File: config.mk
export PLATFORM = sky130hd
export DESIGN_NAME = pipeline_hazard_ctrl
export DESIGN_NICKNAME = d
export VERILOG_FILES = /design/src/rtl/pipeline_hazard_ctrl_pkg.sv /design/src/rtl/pipeline_hazard_ctrl_fwd_select.sv /design/src/rtl/pipeline_hazard_ctrl.sv
export SDC_FILE = /design/constraint.sdc
export NUM_CORES = 1
export LEC_CHECK = 0
export CORE_MARGIN = 5
export CORE_UTILIZATION = 44
export DETAILED_ROUTE_END_ITERATION = 7
export GPL_TIMING_DRIVEN = 0
export MAX_ROUTING_LAYER = met4
export PLACE_DENSITY_LB_ADDON = 0.25
export SYNTH_ARGS = -nofsm -noshare
export SYNTH_HDL_FRONTEND = slang
export SYNTH_SLANG_ARGS = --single-unit
File: constraint.sdc
create_clock -name clk -period 3.1 [get_ports clk]
set_input_delay 0.62 -clock clk [delete_from_list [all_inputs] [get_ports clk]]
set_output_delay 0.62 -clock clk [all_outputs]
set_load 0.01 [all_outputs]
File: src/rtl/pipeline_hazard_ctrl_pkg.sv
// -----------------------------------------------------------------------------
// hazard_pkg
// Definitions shared by the hazard controller and its forwarding sub-module:
//   - forwarding-select encodings driven onto ForwardAE / ForwardBE
//   - multi-cycle unit FSM state type
//   - a packed bundle of the eight stall/flush controls, so the priority logic
//     can clear all of them with a single default assignment
// -----------------------------------------------------------------------------
package hazard_pkg;

  // Operand source for the E-stage ALU inputs.
  localparam logic [1:0] FWD_RF = 2'b00;  // register file value read in D
  localparam logic [1:0] FWD_W  = 2'b01;  // result being written back in W
  localparam logic [1:0] FWD_M  = 2'b10;  // ALU result sitting in M

  // Iterative multiply/divide sequencer.
  typedef enum logic {
    IDLE = 1'b0,
    BUSY = 1'b1
  } mul_state_e;

  // Per-stage pipeline-register controls.
  typedef struct packed {
    logic stall_f;
    logic stall_d;
    logic stall_e;
    logic stall_m;
    logic flush_d;
    logic flush_e;
    logic flush_m;
    logic flush_w;
  } hazard_ctl_t;

endpackage : hazard_pkg

File: src/rtl/pipeline_hazard_ctrl_fwd_select.sv
// -----------------------------------------------------------------------------
// fwd_select
// Chooses where one E-stage source operand comes from. The newer result in M
// wins over the older one in W. Register 0 never forwards because it always
// reads as zero.
//
// Ports:
//   rs_e         in  REG_AW  source register of the operand in E
//   rd_m, rd_w   in  REG_AW  destination registers in M and W
//   reg_write_m  in  1       M will write rd_m
//   reg_write_w  in  1       W will write rd_w
//   fwd_sel      out 2       FWD_M / FWD_W / FWD_RF
// -----------------------------------------------------------------------------
module fwd_select
  import hazard_pkg::*;
#(
  parameter int REG_AW = 5
) (
  input  logic [REG_AW-1:0] rs_e,
  input  logic [REG_AW-1:0] rd_m,
  input  logic [REG_AW-1:0] rd_w,
  input  logic              reg_write_m,
  input  logic              reg_write_w,
  output logic [1:0]        fwd_sel
);

  logic rs_nonzero;

  assign rs_nonzero = (rs_e != '0);

  always_comb begin
    // NOTE: every output of a combinational block gets a default first, so no
    // path through the if/else leaves it unassigned and infers a latch.
    fwd_sel = FWD_RF;
    if (rs_nonzero && reg_write_m && (rs_e == rd_m)) begin
      fwd_sel = FWD_M;
    end else if (rs_nonzero && reg_write_w && (rs_e == rd_w)) begin
      fwd_sel = FWD_W;
    end
  end

endmodule : fwd_select

File: src/rtl/pipeline_hazard_ctrl.sv
// -----------------------------------------------------------------------------
// pipeline_hazard_ctrl
// Hazard unit for a five-stage (F/D/E/M/W) RISC-V pipeline. It produces:
//   - operand forwarding selects for the two E-stage source operands
//   - load-use stalls and taken-branch flushes
//   - multi-cycle stalls for an iterative mul/div unit in E
//   - whole-pipe stalls while data memory inserts wait states in M
//   - saturating performance counters for stall cycles and branch flushes
//
// Ports:
//   clk, rst                    clock, asynchronous active-high reset
//   Rs1D, Rs2D                  sources of the instruction in D
//   Rs1E, Rs2E, RdE             sources / destination in E
//   RegWriteE, ResultSrcE0      E writes a register / E is a load
//   MultiE                      E holds a multi-cycle op
//   PCSrcE                      taken branch or jump resolved in E
//   RdM, RdW                    destinations in M and W
//   RegWriteM, RegWriteW        write enables in M and W
//   MemAccessM, DMemReadyM      M accesses memory / memory is ready
//   CountClr                    synchronous clear of both counters
//   StallF/D/E/M                hold the register feeding that stage
//   FlushD/E/M/W                bubble the register feeding that stage
//   ForwardAE, ForwardBE        operand selects (see hazard_pkg)
//   StallCycles, FlushEvents    performance counters
//
// Control outputs are combinational from the inputs and the sequencer state;
// only the sequencer and the counters are registered.
// -----------------------------------------------------------------------------
module pipeline_hazard_ctrl
  import hazard_pkg::*;
#(
  parameter int REG_AW      = 5,
  parameter int MUL_LATENCY = 4,
  parameter int CNT_W       = 16
) (
  input  logic              clk,
  input  logic              rst,
  input  logic [REG_AW-1:0] Rs1D,
  input  logic [REG_AW-1:0] Rs2D,
  input  logic [REG_AW-1:0] Rs1E,
  input  logic [REG_AW-1:0] Rs2E,
  input  logic [REG_AW-1:0] RdE,
  input  logic              RegWriteE,
  input  logic              ResultSrcE0,
  input  logic              MultiE,
  input  logic              PCSrcE,
  input  logic [REG_AW-1:0] RdM,
  input  logic [REG_AW-1:0] RdW,
  input  logic              RegWriteM,
  input  logic              RegWriteW,
  input  logic              MemAccessM,
  input  logic              DMemReadyM,
  input  logic              CountClr,
  output logic              StallF,
  output logic              StallD,
  output logic              StallE,
  output logic              StallM,
  output logic              FlushD,
  output logic              FlushE,
  output logic              FlushM,
  output logic              FlushW,
  output logic [1:0]        ForwardAE,
  output logic [1:0]        ForwardBE,
  output logic [CNT_W-1:0]  StallCycles,
  output logic [CNT_W-1:0]  FlushEvents
);

  // The down-counter needs at least one bit even for the short latencies.
  localparam int CNT_BITS = (MUL_LATENCY > 2) ? $clog2(MUL_LATENCY) : 1;

  // Entering BUSY already accounts for one stall cycle (the IDLE cycle), and
  // BUSY with cnt==0 is the release cycle, so we load MUL_LATENCY-2. For
  // MUL_LATENCY==2 this loads 0: one stall in IDLE, then straight to release.
  localparam logic [CNT_BITS-1:0] CNT_LOAD =
    CNT_BITS'((MUL_LATENCY > 1) ? (MUL_LATENCY - 2) : 0);

  // ---------------------------------------------------------------------------
  // Forwarding
  // ---------------------------------------------------------------------------
  fwd_select #(.REG_AW(REG_AW)) u_fwd_a (
    .rs_e        (Rs1E),
    .rd_m        (RdM),
    .rd_w        (RdW),
    .reg_write_m (RegWriteM),
    .reg_write_w (RegWriteW),
    .fwd_sel     (ForwardAE)
  );

  fwd_select #(.REG_AW(REG_AW)) u_fwd_b (
    .rs_e        (Rs2E),
    .rd_m        (RdM),
    .rd_w        (RdW),
    .reg_write_m (RegWriteM),
    .reg_write_w (RegWriteW),
    .fwd_sel     (ForwardBE)
  );

  // ---------------------------------------------------------------------------
  // Hazard detection
  // ---------------------------------------------------------------------------
  logic mem_wait;
  logic lw_stall;

  assign mem_wait = MemAccessM & ~DMemReadyM;

  // A load in E whose result the instruction in D needs cannot be forwarded
  // in time; the D instruction waits one cycle and E gets a bubble.
  assign lw_stall = ResultSrcE0 & RegWriteE & (RdE != '0) &
                    ((Rs1D == RdE) | (Rs2D == RdE));

  // ---------------------------------------------------------------------------
  // Multi-cycle sequencer
  // ---------------------------------------------------------------------------
  mul_state_e          state_q, state_d;
  logic [CNT_BITS-1:0] cnt_q,   cnt_d;
  logic                mul_stall;

  always_comb begin
    state_d   = state_q;
    cnt_d     = cnt_q;
    mul_stall = 1'b0;
    // A memory wait freezes the whole pipe, including the op in E, so the
    // sequencer must not advance either.
    if (!mem_wait) begin
      unique case (state_q)
        IDLE: begin
          if (MultiE && (MUL_LATENCY > 1)) begin
            mul_stall = 1'b1;
            cnt_d     = CNT_LOAD;
            state_d   = BUSY;
          end
        end
        BUSY: begin
          // MultiE is not consulted here: once started, the sequence always
          // runs to its release cycle.
          if (cnt_q != '0) begin
            mul_stall = 1'b1;
            cnt_d     = cnt_q - CNT_BITS'(1);
          end else begin
            state_d = IDLE;
          end
        end
        default: state_d = IDLE;
      endcase
    end
  end

  always_ff @(posedge clk or posedge rst) begin
    if (rst) begin
      state_q <= IDLE;
      cnt_q   <= '0;
    end else begin
      // NOTE: sequential state uses non-blocking assignments so every flop
      // samples pre-edge values regardless of statement or process order.
      state_q <= state_d;
      cnt_q   <= cnt_d;
    end
  end

  // ---------------------------------------------------------------------------
  // Stall / flush priority
  // ---------------------------------------------------------------------------
  hazard_ctl_t ctl;
  logic        flush_evt;

  always_comb begin
    ctl       = '0;
    flush_evt = 1'b0;
    if (mem_wait) begin
      // Freeze F..M and drop the stalled M result into W as a bubble. Branch
      // and load-use are re-evaluated once memory is ready.
      ctl.stall_f = 1'b1;
      ctl.stall_d = 1'b1;
      ctl.stall_e = 1'b1;
      ctl.stall_m = 1'b1;
      ctl.flush_w = 1'b1;
    end else if (mul_stall) begin
      ctl.stall_f = 1'b1;
      ctl.stall_d = 1'b1;
      ctl.stall_e = 1'b1;
      ctl.flush_m = 1'b1;
    end else if (PCSrcE) begin
      // Squashing D makes any load-use hazard against it irrelevant.
      ctl.flush_d = 1'b1;
      ctl.flush_e = 1'b1;
      flush_evt   = 1'b1;
    end else if (lw_stall) begin
      ctl.stall_f = 1'b1;
      ctl.stall_d = 1'b1;
      ctl.flush_e = 1'b1;
    end
  end

  assign StallF = ctl.stall_f;
  assign StallD = ctl.stall_d;
  assign StallE = ctl.stall_e;
  assign StallM = ctl.stall_m;
  assign FlushD = ctl.flush_d;
  assign FlushE = ctl.flush_e;
  assign FlushM = ctl.flush_m;
  assign FlushW = ctl.flush_w;

  // ---------------------------------------------------------------------------
  // Performance counters (saturating, clear wins over increment)
  // ---------------------------------------------------------------------------
  logic [CNT_W-1:0] stall_cycles_q, stall_cycles_d;
  logic [CNT_W-1:0] flush_events_q, flush_events_d;

  always_comb begin
    stall_cycles_d = stall_cycles_q;
    flush_events_d = flush_events_q;
    if (CountClr) begin
      stall_cycles_d = '0;
      flush_events_d = '0;
    end else begin
      if (ctl.stall_f && (stall_cycles_q != '1)) begin
        stall_cycles_d = stall_cycles_q + CNT_W'(1);
      end
      if (flush_evt && (flush_events_q != '1)) begin
        flush_events_d = flush_events_q + CNT_W'(1);
      end
    end
  end

  always_ff @(posedge clk or posedge rst) begin
    if (rst) begin
      stall_cycles_q <= '0;
      flush_events_q <= '0;
    end else begin
      stall_cycles_q <= stall_cycles_d;
      flush_events_q <= flush_events_d;
    end
  end

  assign StallCycles = stall_cycles_q;
  assign FlushEvents = flush_events_q;

endmodule : pipeline_hazard_ctrl

==> reports/qor.json <==
{
  "postCtsSetupBuffers": {"value": 3},
  "intPower": {"value": 931, "unit": "µW"},
  "synth_simple_gate_area_share": {"value": 25.8, "unit": "%"},
  "gate_count_of_the_mapped_netlist": {"value": 255},
  "signal_buffers": {"value": 106},
  "power.switching_fraction": {"value": 29.7, "unit": "%"},
  "syn-mean-instance-area": {"value": 9.04, "unit": "µm²"},
  "totalNegativeSetupSlack": {"value": 0, "unit": "ns"},
  "area_share_clock_buf_inv": {"value": 2.94, "unit": "%"},
  "unrepaired_setup_endpoints_after_global_routing": {"value": "no"},
  "floorplan.core_area": {"value": 5110, "unit": "µm²"},
  "dieHeight": {"value": 82.4, "unit": "µm"},
  "avgRoutedWirePerCell": {"value": 14.2, "unit": "µm"},
  "pg_comb": {"value": 444, "unit": "µW"},
  "fp_util": {"value": 45.1, "unit": "%"},
  "register_area": {"value": 876, "unit": "µm²"},
  "power.clock.fraction": {"value": 27.2, "unit": "%"},
  "worst_case_hold_path_end_point": {"value": "cnt_q[1]"},
  "achievable-frequency": {"value": 333, "unit": "MHz"},
  "design.portCount": {"value": 90},
  "timing.critical_path.slowest_cell_delay": {"value": 0.53, "unit": "ns"},
  "grt_first_pass_wirelength": {"value": 9740, "unit": "µm"},
  "max_cap_violations": {"value": 0},
  "numCtsBuffers": {"value": 5},
  "synth.yosys.seq_area_share": {"value": 38.0, "unit": "%"},
  "power_per_cell_area": {"value": 389, "unit": "nW/µm²"},
  "cp_cell_sequence": {"value": "clkdlybuf4s50_1 > or4_1 > nor2_1 > nor4_1 > nor4_1 > dlygate4sd2_1"},
  "cp_common_cell": {"value": "sky130_fd_sc_hd__nor4_1"},
  "run_status": {"value": "finished clean"},
  "comb_multi_in": {"value": 199},
  "ys_chip_area": {"value": 2310, "unit": "µm²"},
  "cp_num_cells": {"value": 6},
  "mappedNetlistNets": {"value": 304},
  "seq_area_share": {"value": 25.7, "unit": "%"},
  "finish.net_count": {"value": 405},
  "dp_slack": {"value": -0.584, "unit": "ns"},
  "route.layer.met1.wl": {"value": 2630, "unit": "µm"},
  "multiplexer_area_fraction_after_synthesis": {"value": 0.922, "unit": "%"},
  "netlist.top_cell.by_area": {"value": "sky130_fd_sc_hd__dfrtp_1"},
  "top_cells_by_count": {"value": "35 x sky130_fd_sc_hd__dfrtp_1, 29 x sky130_fd_sc_hd__nor2_1, 27 x sky130_fd_sc_hd__xor2_1"},
  "cts.clk_slew.worst_paths": {"value": 0.07, "unit": "ns"},
  "critical-path-slowest-cell": {"value": "sky130_fd_sc_hd__or4_1"},
  "layout_top_cells": {"value": "79 x sky130_fd_sc_hd__clkdlybuf4s50_1, 35 x sky130_fd_sc_hd__dfrtp_1, 29 x sky130_fd_sc_hd__nor2_1"},
  "num_rows": {"value": 26},
  "cts_root_buf": {"value": "sky130_fd_sc_hd__clkbuf_8"},
  "worst_setup_path_endpoint": {"value": "ForwardBE[0]"},
  "place_inst": {"value": 413},
  "synth.logic.top_family": {"value": "simple AND/OR/NAND/NOR gates"},
  "critical_path.reg2reg.startpoint": {"value": "cnt_q[0]"},
  "multiInputGateArea": {"value": 1330, "unit": "µm²"},
  "critical_path_arrival": {"value": 2.39, "unit": "ns"},
  "synthAoiAreaFrac": {"value": 11.7, "unit": "%"},
  "synth_async_sr_flop_share": {"value": 100, "unit": "%"},
  "hp-start": {"value": "state_q"},
  "top_cell": {"value": "sky130_fd_sc_hd__dfrtp_1"},
  "grt.total_usage": {"value": 18.6, "unit": "%"},
  "timing_worst_setup_path_type": {"value": "input pin to output pin"},
  "top_cell_area_share": {"value": 38.0, "unit": "%"},
  "cts.sink_count": {"value": 35},
  "detail_route.drc_violations": {"value": 0},
  "timing.reg2reg.worst_path_depth": {"value": 10},
  "synth.ff_latch_count": {"value": 35},
  "clock_path_buffers": {"value": 2},
  "top_power_group": {"value": "sequential cells"},
  "power.leakage": {"value": 0.00136, "unit": "µW"},
  "timing.critical_path.from_type": {"value": "input pin"},
  "dr.pass1.iters": {"value": 4},
  "synthesis.area": {"value": 2310, "unit": "µm²"},
  "well_tap_count": {"value": 70},
  "lay_top_count": {"value": "sky130_fd_sc_hd__clkdlybuf4s50_1"},
  "signal_buffer_area_fraction": {"value": 28.8, "unit": "%"},
  "finalWorstPathRequiredPeriod": {"value": 3.01, "unit": "ns"},
  "drt_iter0_markers": {"value": 90},
  "pwr-share-comb": {"value": 33.5, "unit": "%"},
  "cts.htree.levels": {"value": 2},
  "hold_path_depth": {"value": 1},
  "postRouteAntennaNets": {"value": 0},
  "r2r_setup_slack": {"value": 0.76, "unit": "ns"},
  "ys_dominant_reg_cell": {"value": "sky130_fd_sc_hd__dfrtp_1"},
  "setup_viol": {"value": 0},
  "antenna_violations_before_repair": {"value": 0},
  "ys_top_cells_by_area": {"value": "sky130_fd_sc_hd__dfrtp_1 38%, sky130_fd_sc_hd__xor2_1 10%, sky130_fd_sc_hd__xnor2_1 6.8%"},
  "hold_slack": {"value": 0.548, "unit": "ns"},
  "yosys-stat-cells": {"value": 255},
  "tritoncts": {"value": "built"},
  "yosysWarningCount": {"value": 0},
  "topRoutingLayerUsed": {"value": "met4"},
  "antennaDiodeCount": {"value": 0},
  "cts_hold_buffers": {"value": 0},
  "finalCoreUtilization": {"value": 66.7, "unit": "%"},
  "fin_cells": {"value": 427},
  "power.sequential.fraction": {"value": 39.2, "unit": "%"},
  "crit_path_buffers_inverters": {"value": 2},
  "reg2reg_to": {"value": "StallCycles[15]"},
  "postLayoutCellArea": {"value": 3410, "unit": "µm²"},
  "number_of_enable_type_register_cells_in_the_synthesized_netlist": {"value": 0},
  "gp_congestion": {"value": 0.823},
  "yosysUniqueCellTypes": {"value": 42},
  "grt_pass1_vias": {"value": 2182},
  "final.signal_inverter_count": {"value": 9},
  "power.total": {"value": 1330, "unit": "µW"},
  "dp.final_hpwl": {"value": 4610, "unit": "µm"},
  "grt-ovfl-total": {"value": 0},
  "setup_slack": {"value": 0.0942, "unit": "ns"},
  "clock_buffer_count": {"value": 8},
  "final.fill_count": {"value": 460},
  "worstPathMaxFanout": {"value": 3},
  "vias_per_cell": {"value": 5.32},
  "grt.busiest_layer": {"value": "met2"},
  "critPathCaptureType": {"value": "output pin"},
  "total_die_area": {"value": 6790, "unit": "µm²"},
  "hold_viol": {"value": 0},
  "layout-drive-gt1-share": {"value": 8.68, "unit": "%"},
  "timing.final.max_slew_violations": {"value": 0},
  "ctsResizeCount": {"value": 11},
  "worst_pin_slew": {"value": 0.730, "unit": "ns"},
  "warnings": {"value": 28},
  "switch_pwr": {"value": 394, "unit": "µW"},
  "comb-cell-share": {"value": 39.0, "unit": "%"}
}
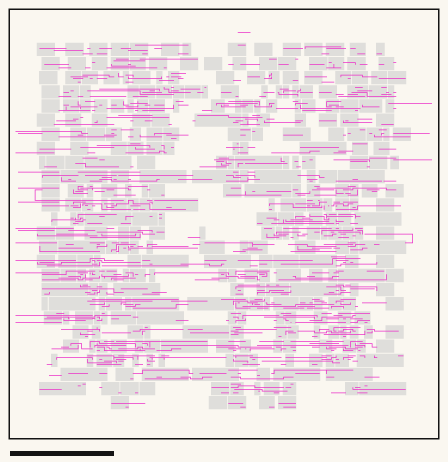
Figure 1: met1 routing.
Scale bar: 20 µm. Cells faint in the background.
share of all routed wire: 43%
nets with wire on the layer: 359
longest straight run: 20.7 µm
main direction: horizontal
Total Routed Length: 6060 µm
number of vias after detailed routing: 2271
met1 routing resource usage after global routing: 23.5%

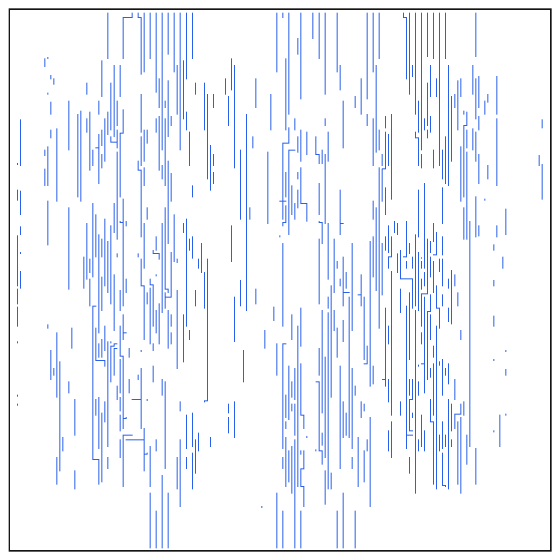
Figure 2: metal 2.
wire length on this layer: 2910 µm
main direction: vertical
share of all routed wire: 48%
global routing met2 resource utilization: 29.6%

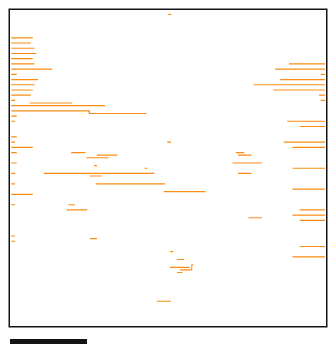
Figure 3: the metal 3 layer.
Scale bar: 20 µm.
main direction: horizontal
longest straight run: 28.5 µm

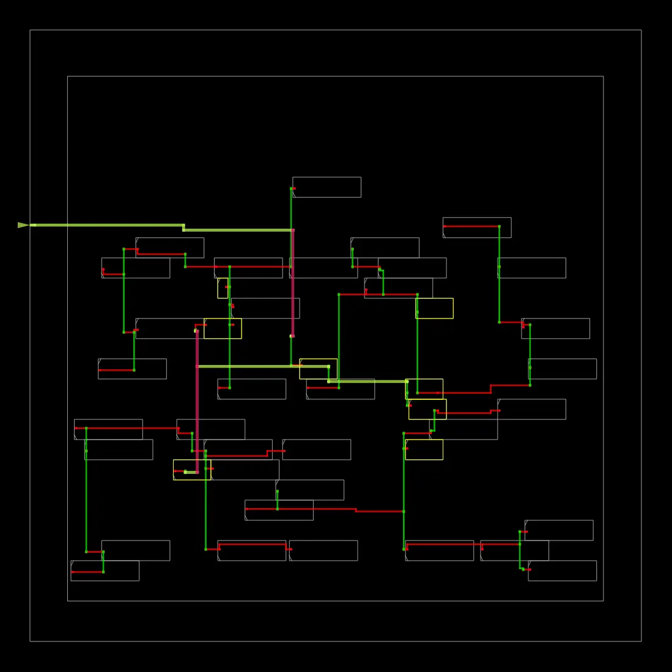
Figure 4: clock wiring as the flow saved it.
Clock Latency Late Sink: 0.28 ns
Worst Clk Skew: 0.00426 ns
clock group power: 361 µW

Power figures rest on the tool's default switching activity, not on a simulated workload.
